### src/rtl/pk_status_tx.sv
// Panel status transmitter: snapshots panel state into a 6-byte frame and feeds it to the uart
// one byte at a time, on host request or on a periodic auto-refresh timer.
module pk_status_tx #(
    parameter logic [23:0] PERIOD      = 24'd500_000,
    parameter logic [7:0]  ACK_TIMEOUT = 8'd16
) (
    input  logic        clk,
    input  logic        rst_,
    input  logic        req,
    input  logic        auto_en,
    input  logic [15:0] w,
    input  logic [7:0]  leds,
    input  logic        p,
    input  logic        mc,
    input  logic [3:0]  rot,
    input  logic        tx_busy,
    output logic [7:0]  tx_byte,
    output logic        tx_send,
    output logic        busy,
    output logic        frame_done,
    output logic        tx_err
);

    localparam int unsigned TMR_W     = 24;
    localparam int unsigned IDX_W     = 3;
    localparam int unsigned BYTE_W    = 8;
    localparam int unsigned ACK_W     = 8;
    localparam int unsigned NUM_BYTES = 6;

    localparam logic [IDX_W-1:0] LAST_IDX = IDX_W'(NUM_BYTES - 1);
    localparam logic [TMR_W-1:0] RELOAD   = PERIOD - TMR_W'(1);
    localparam logic [2:0]       GRP_STAT = 3'b110;

    typedef enum logic [2:0] {
        S_IDLE,
        S_LOAD,
        S_ISSUE,
        S_ACK,
        S_DRAIN,
        S_NEXT
    } state_t;

    typedef logic [NUM_BYTES-1:0][BYTE_W-1:0] frame_t;

    state_t              state_q, state_d;
    logic                pending_q, pending_d;
    logic [TMR_W-1:0]    timer_q, timer_d;
    logic [IDX_W-1:0]    idx_q, idx_d;
    logic [ACK_W-1:0]    ack_cnt_q, ack_cnt_d;
    frame_t              frame_q, frame_d;
    frame_t              snap_c;
    logic [BYTE_W-1:0]   tx_byte_d;
    logic                tx_send_d;
    logic                busy_d;
    logic                frame_done_d;
    logic                tx_err_d;
    logic                tmr_exp_c;
    logic                ack_expire_c;

    function automatic logic [BYTE_W-1:0] byte_at(input frame_t f, input logic [IDX_W-1:0] i);
        logic [BYTE_W-1:0] b;
        case (i)
            3'd0:    b = f[0];
            3'd1:    b = f[1];
            3'd2:    b = f[2];
            3'd3:    b = f[3];
            3'd4:    b = f[4];
            3'd5:    b = f[5];
            default: b = '0;
        endcase
        return b;
    endfunction

    // Frame image built from the live inputs; w is numbered [0:15] MSB-first on the panel
    always_comb begin
        snap_c    = '0;
        snap_c[0] = {GRP_STAT, 1'b0, rot};
        snap_c[1] = w[15:8];
        snap_c[2] = w[7:0];
        snap_c[3] = leds;
        snap_c[4] = {6'b0, p, mc};
        snap_c[5] = snap_c[0] ^ snap_c[1] ^ snap_c[2] ^ snap_c[3] ^ snap_c[4];
    end

    // Auto-refresh timer and the coalescing pending flag
    always_comb begin
        tmr_exp_c = auto_en && (timer_q == '0);
        timer_d   = timer_q;
        if (!auto_en || (timer_q == '0)) begin
            timer_d = RELOAD;
        end else begin
            timer_d = timer_q - TMR_W'(1);
        end
        pending_d = req || tmr_exp_c || (pending_q && (state_q != S_IDLE));
    end

    assign ack_expire_c = (state_q == S_ACK) && !tx_busy &&
                          (({1'b0, ack_cnt_q} + 9'd1) >= {1'b0, ACK_TIMEOUT});

    always_ff @(posedge clk or negedge rst_) begin
        if (!rst_) begin
            state_q <= S_IDLE;
        end else begin
            state_q <= state_d;
        end
    end

    always_comb begin
        state_d = state_q;
        case (state_q)
            S_IDLE: begin
                if (pending_q) state_d = S_LOAD;
            end
            S_LOAD: begin
                state_d = S_ISSUE;
            end
            S_ISSUE: begin
                if (tx_send) state_d = S_ACK;
            end
            S_ACK: begin
                if (tx_busy) begin
                    state_d = S_DRAIN;
                end else if (ack_expire_c) begin
                    state_d = S_NEXT;
                end
            end
            S_DRAIN: begin
                if (!tx_busy) state_d = S_NEXT;
            end
            S_NEXT: begin
                state_d = (idx_q == LAST_IDX) ? S_IDLE : S_ISSUE;
            end
            default: begin
                state_d = S_IDLE;
            end
        endcase
    end

    // Registered outputs are computed from the upcoming state so the strobe lands inside ISSUE
    always_comb begin
        frame_d      = frame_q;
        idx_d        = idx_q;
        ack_cnt_d    = '0;
        tx_byte_d    = tx_byte;
        tx_err_d     = tx_err || ack_expire_c;
        busy_d       = (state_d != S_IDLE);
        frame_done_d = (state_q == S_NEXT) && (idx_q == LAST_IDX);
        tx_send_d    = (state_d == S_ISSUE) && !tx_busy;

        if (state_q == S_LOAD) begin
            frame_d = snap_c;
            idx_d   = '0;
        end
        if ((state_q == S_NEXT) && (idx_q != LAST_IDX)) begin
            idx_d = idx_q + IDX_W'(1);
        end
        if ((state_q == S_ACK) && !tx_busy && !ack_expire_c) begin
            ack_cnt_d = ack_cnt_q + ACK_W'(1);
        end
        if (tx_send_d) begin
            tx_byte_d = byte_at(frame_d, idx_d);
        end
    end

    always_ff @(posedge clk or negedge rst_) begin
        if (!rst_) begin
            pending_q  <= 1'b0;
            timer_q    <= RELOAD;
            idx_q      <= '0;
            ack_cnt_q  <= '0;
            frame_q    <= '0;
            tx_byte    <= '0;
            tx_send    <= 1'b0;
            busy       <= 1'b0;
            frame_done <= 1'b0;
            tx_err     <= 1'b0;
        end else begin
            pending_q  <= pending_d;
            timer_q    <= timer_d;
            idx_q      <= idx_d;
            ack_cnt_q  <= ack_cnt_d;
            frame_q    <= frame_d;
            tx_byte    <= tx_byte_d;
            tx_send    <= tx_send_d;
            busy       <= busy_d;
            frame_done <= frame_done_d;
            tx_err     <= tx_err_d;
        end
    end

endmodule
### config.mk
export PLATFORM = sky130hd
export DESIGN_NAME = pk_status_tx
export DESIGN_NICKNAME = d
export VERILOG_FILES = /design/src/rtl/pk_status_tx.sv
export SDC_FILE = /design/constraint.sdc
export NUM_CORES = 1
export LEC_CHECK = 0
export ABC_AREA = 1
export CORE_UTILIZATION = 45
export DETAILED_ROUTE_END_ITERATION = 10
export PLACE_DENSITY_LB_ADDON = 0.12
export SLEW_MARGIN = 10
export SYNTH_ARGS = -nofsm -noshare
export SYNTH_HDL_FRONTEND = slang
export SYNTH_SLANG_ARGS = --single-unit
### constraint.sdc
create_clock -name clk -period 3.3 [get_ports clk]
set_input_delay 0.66 -clock clk [delete_from_list [all_inputs] [get_ports clk]]
set_output_delay 0.66 -clock clk [all_outputs]
set_load 0.01 [all_outputs]
Run 1, cell density map:
The die is cut into 11 by 11 equal tiles; black is low, pale yellow is high, 0 to 100% covered.
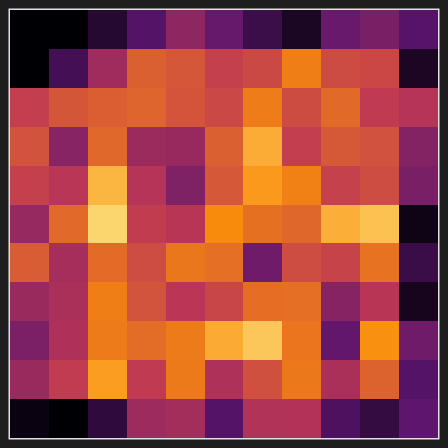
The fullest tile reaches 91%. The emptiest ninth of the die: upper left. The mean over all tiles is 49%.
final design utilization: 54.4%
core area: 0.0105 sq mm

Run 1, routing congestion map:
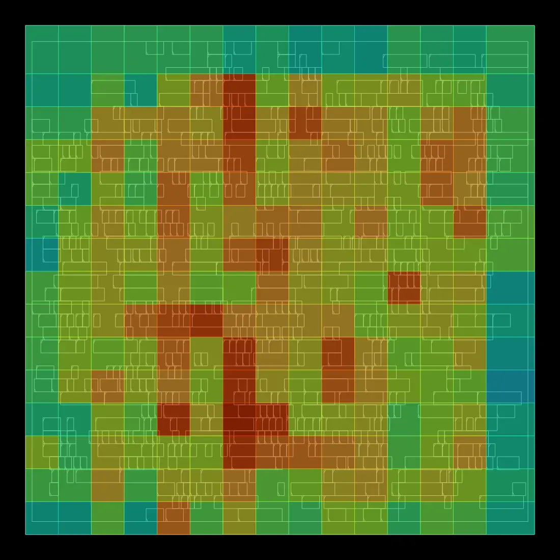
met1 usage: 26.0%
Routed WL per cell: 13.4 um

Run 1, cell classes on the final placement:
Bar = 20 um. Fill, decap, tap and diode cells in gray.
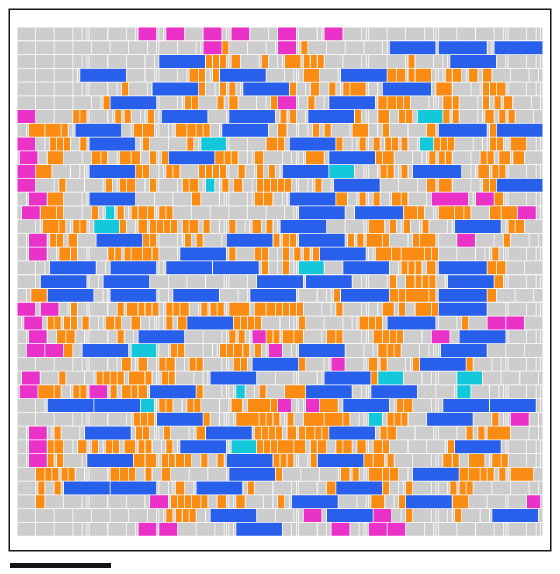
remaining buffers and delay cells: in magenta, cells 52. clock drivers and dummy loads: in cyan, cells 16. sequential cells: in blue, cells 99. combinational and other logic: in orange, cells 513.
Seq/total area: 43.7%
Finished Cell Area: 0.00570 sq mm
# rows: 37

Run 1, routed metal, one color a layer:
Bar = 20 um. Only two layers are drawn.
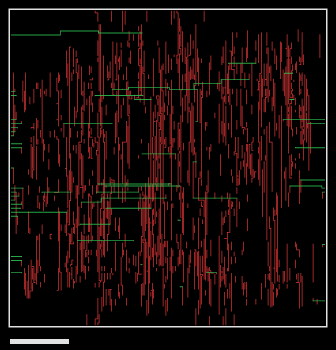
metal 2: in red, wire length 5210 um. metal 3: in green, wire length 451 um.
DR vias: 4003
Tot GR Track Use: 20.9%
WL final: 10.9 mm

==> impl_metrics.yaml, run 1 <==
# physical design summary
global_route:
  met3_usage_pct: 5.78
  grt-ovfl-total: 0
  first_global_vias: 3907
  grtUsageMet2_pct: 35.1
critical_path:
  critical-path-top-delay-family: "simple AND/OR/NAND/NOR gates"
  crit_path_end: "tx_byte[5]"
  crit_chain: "ha_1, nand2_1, o21ai_0, nand2_1, nand2_1, nor2_1, nand2_1, o21ai_0, inv_1, nand2_1, nand2_1, nand2_1"
  cp.depth: 12
  critical_path_class: "reg -> reg"
  cp.arrival_ps: 2840
  worst_path_max_delay_cell: "nor2_1"
  crit_required_ps: 3620
  crit_path_frequent_cell: "nand2_1"
  cp_max_fo: 12
  rr_worst_depth: 12
  reg2reg_from: "idx_q[0]"
  max_stage_delay_ps: 690
  critPathCaptureType: "flip-flop"
yosys:
  ys_cells: 626
  edf_count: 0
  synth_flops: 99
  ys_top_logic_family: "simple AND/OR/NAND/NOR gates"
  synth.most_common_cell: "nand2_1"
  synthCells: 626
  yosysTopAreaCell: "dfrtp_1"
  flop_cell: "dfrtp_1"
  synth_cell_types: 34
  aoi_share_pct: 5.15
  synth_top_area_share_pct: 44.6
  xor_share_pct: 4.44
  avgSynthCellArea_sq_um: 7.88
  yosys-top-cells-count: "nand2_1 (224), dfrtp_1 (88), nor2_1 (60)"
sta:
  period_minus_slack_ps: 2520
  tns_ps: 0
  min_period_over_period_pct: 76.4
  worst_slew_pin_slew_ps: 904
  rsz0062_at_grt: "false"
  max_slew_margin_pct: 39.5
  fin_ws_ps: 779
  final-setup-viol-count: 0
  fmax_ghz: 0.397
clock_tree:
  cts_resized: 0
  clock_latency_ps: 380
  cts_buffers: 9
  cts_setup_buffers: 0
  clk_pin_slew_worst_paths_ps: 100
  cts_tree: "done"
  clkSinkCount: 99
layout:
  final_cell_mix: "nand2_1 (224), dfrtp_1 (88), nor2_1 (60)"
  regArea_sq_mm: 0.00249
  nFillCells: 1006
  largest_reg_flops: 48
  instances_no_fill: 816
  nNonClkInverters: 62
  antenna_cells: 0
  comb_share_pct: 37.2
  nNetsFinal: 716
  reg.largest.list: "frame_q: 48 flops, timer_q: 24 flops"
  largest_class: "flip-flops and latches"
  buffers_excl_clock: 52
  regMostFlops: "frame_q"
  syn_to_final_growth_pct: 15.4
outcome:
  status: "finished, final reports clean"
die:
  die_h_um: 107
  initial_core_util_pct: 47.2
  ios: 47
  die-area_sq_mm: 0.0114
power:
  power_density_mw_per_mm2: 665
  p_leak_nw: 2.88
  top_power_group: "sequential cells"
  p_seq_share_pct: 44.5
  switching_share_pct: 39.1
  power_combinational_mw: 1.40
  powerSeq_mw: 1.69
  power.switching_mw: 1.48
  p_int_mw: 2.31
placement:
  placedCellCount: 800
  dp_hpwl_mm: 7.63
  place_area_sq_mm: 0.00553
  pre_cts_ws_ps: 793
run:
  warning_count: 30
route:
  drc: 0
  viasPerCell: 4.91
  dr.max_layer_used: "met4"
  wl_met2_mm: 5.21
  drt-initial-drc-count: 182
  antenna_left: 0
worst_hold_path:
  hold_class: "in -> async"
==> run 2, diff against run 1 <==
==> constraint.sdc (replaced) <==
create_clock -name clk -period 2.2 [get_ports clk]
set_input_delay 0.44 -clock clk [delete_from_list [all_inputs] [get_ports clk]]
set_output_delay 0.44 -clock clk [all_outputs]
set_load 0.01 [all_outputs]
==> run 2 against run 1 <==
  * Power rose by 58%
  * Setup slack lost 570 ps
  * Sequential power up 47%
  * Final area rose by 4.1%
  * Cell count grew 2.7%
  * First-iteration DRC count is 9.3% higher
  * Register-to-register slack got worse by 570 ps
  * Sequential cell count is the same
  * Combinational power grew 71%
  * Clock skew fell by 2.0 ps
  * Fmax grew 26%
  * Global-route usage shrank 0.19 points
  * Critical endpoint is now tx_byte[3]
==> impl_metrics.yaml, run 2 <==
# physical design summary
power:
  p_seq_share_pct: 41.4
  p_leak_nw: 3.01
  p_int_mw: 3.75
  power_density_mw_per_mm2: 1010
layout:
  instances_no_fill: 838
  regArea_sq_mm: 0.00249
  final_area_sq_mm: 0.00593
  buffers_excl_clock: 74
  final_cell_mix: "nand2_1 (221), dfrtp_1 (88), nor2_1 (58)"
  comb_share_pct: 36.0
  nFillCells: 1004
  nNetsFinal: 738
  reg.largest.list: "frame_q: 48 flops, timer_q: 24 flops"
die:
  ios: 47
  die_h_um: 107
  core_sq_mm: 0.0105
  rows: 37
route:
  drc: 0
  antenna_left: 0
  wirelength_mm: 10.7
  viasPerCell: 4.92
  drt-initial-drc-count: 199
  dr.max_layer_used: "met4"
clock_tree:
  clk_pin_slew_worst_paths_ps: 100
  cts_buffers: 9
  cts_resized: 1
  clkSinkCount: 99
  cts_setup_buffers: 0
  clock_latency_ps: 380
critical_path:
  crit_chain: "ha_1, nand2_2, inv_1, nor2_4, buf_4, nor2_2, nor2_4, inv_2, nand2_1, o21ai_0, inv_1, nand2_1, nand2_1, nand2_1"
  cp.arrival_ps: 2270
  cp.depth: 14
  crit_path_frequent_cell: "nand2_1"
  max_stage_delay_ps: 390
  cp_max_fo: 6
  worst_path_max_delay_cell: "dfrtp_1"
  critical-path-top-delay-family: "simple AND/OR/NAND/NOR gates"
  critical_path_class: "reg -> reg"
yosys:
  xor_share_pct: 4.44
  synth_top_area_share_pct: 44.6
  aoi_share_pct: 5.15
  synth_flops: 99
  yosysTopAreaCell: "dfrtp_1"
  flop_cell: "dfrtp_1"
  avgSynthCellArea_sq_um: 7.88
  synthCells: 626
  synth_cell_types: 34
  yosys-top-cells-count: "nand2_1 (224), dfrtp_1 (88), nor2_1 (60)"
placement:
  place_area_sq_mm: 0.00566
  pre_cts_ws_ps: -189
run:
  warning_count: 30
sta:
  rsz0062_at_grt: "false"
  fin_ws_ps: 205
  worst_slew_pin_slew_ps: 540
  final-setup-viol-count: 0
global_route:
  grt-ovfl-total: 0
  grt.total_usage_pct: 20.7
  first_global_vias: 4028
worst_hold_path:
  hold_class: "in -> async"
outcome:
  status: "finished, final reports clean"
Run 2, routing congestion map:
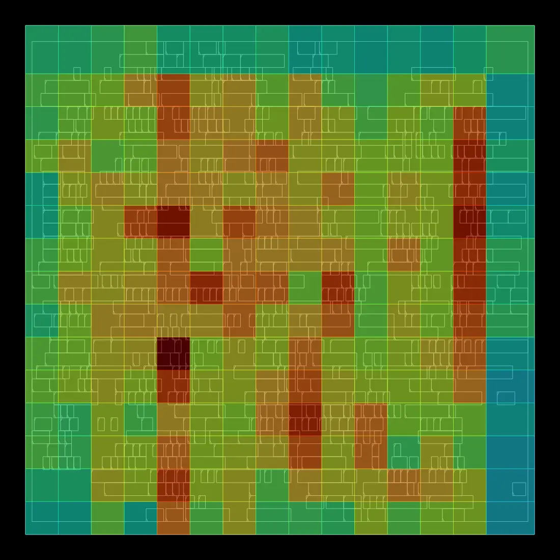
met1 usage: 26.1%
Routed WL per cell: 12.7 um
GR Layer Usage met3: 5.53%
GRT busiest layer: met2
final design utilization: 56.7%

Run 2, cell density map:
The die is cut into 11 by 11 equal tiles; black is low, pale yellow is high, 0 to 100% covered.
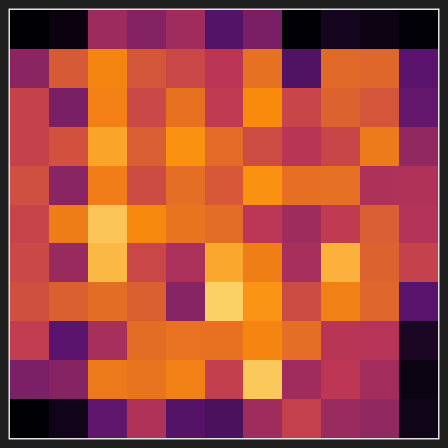
The mean over all tiles is 51%. 8.3% of the tiles are over 75% full. 3.3% of the tiles are nearly empty.
Initial Util: 47.2%

Power and IR drop assume default switching activity.
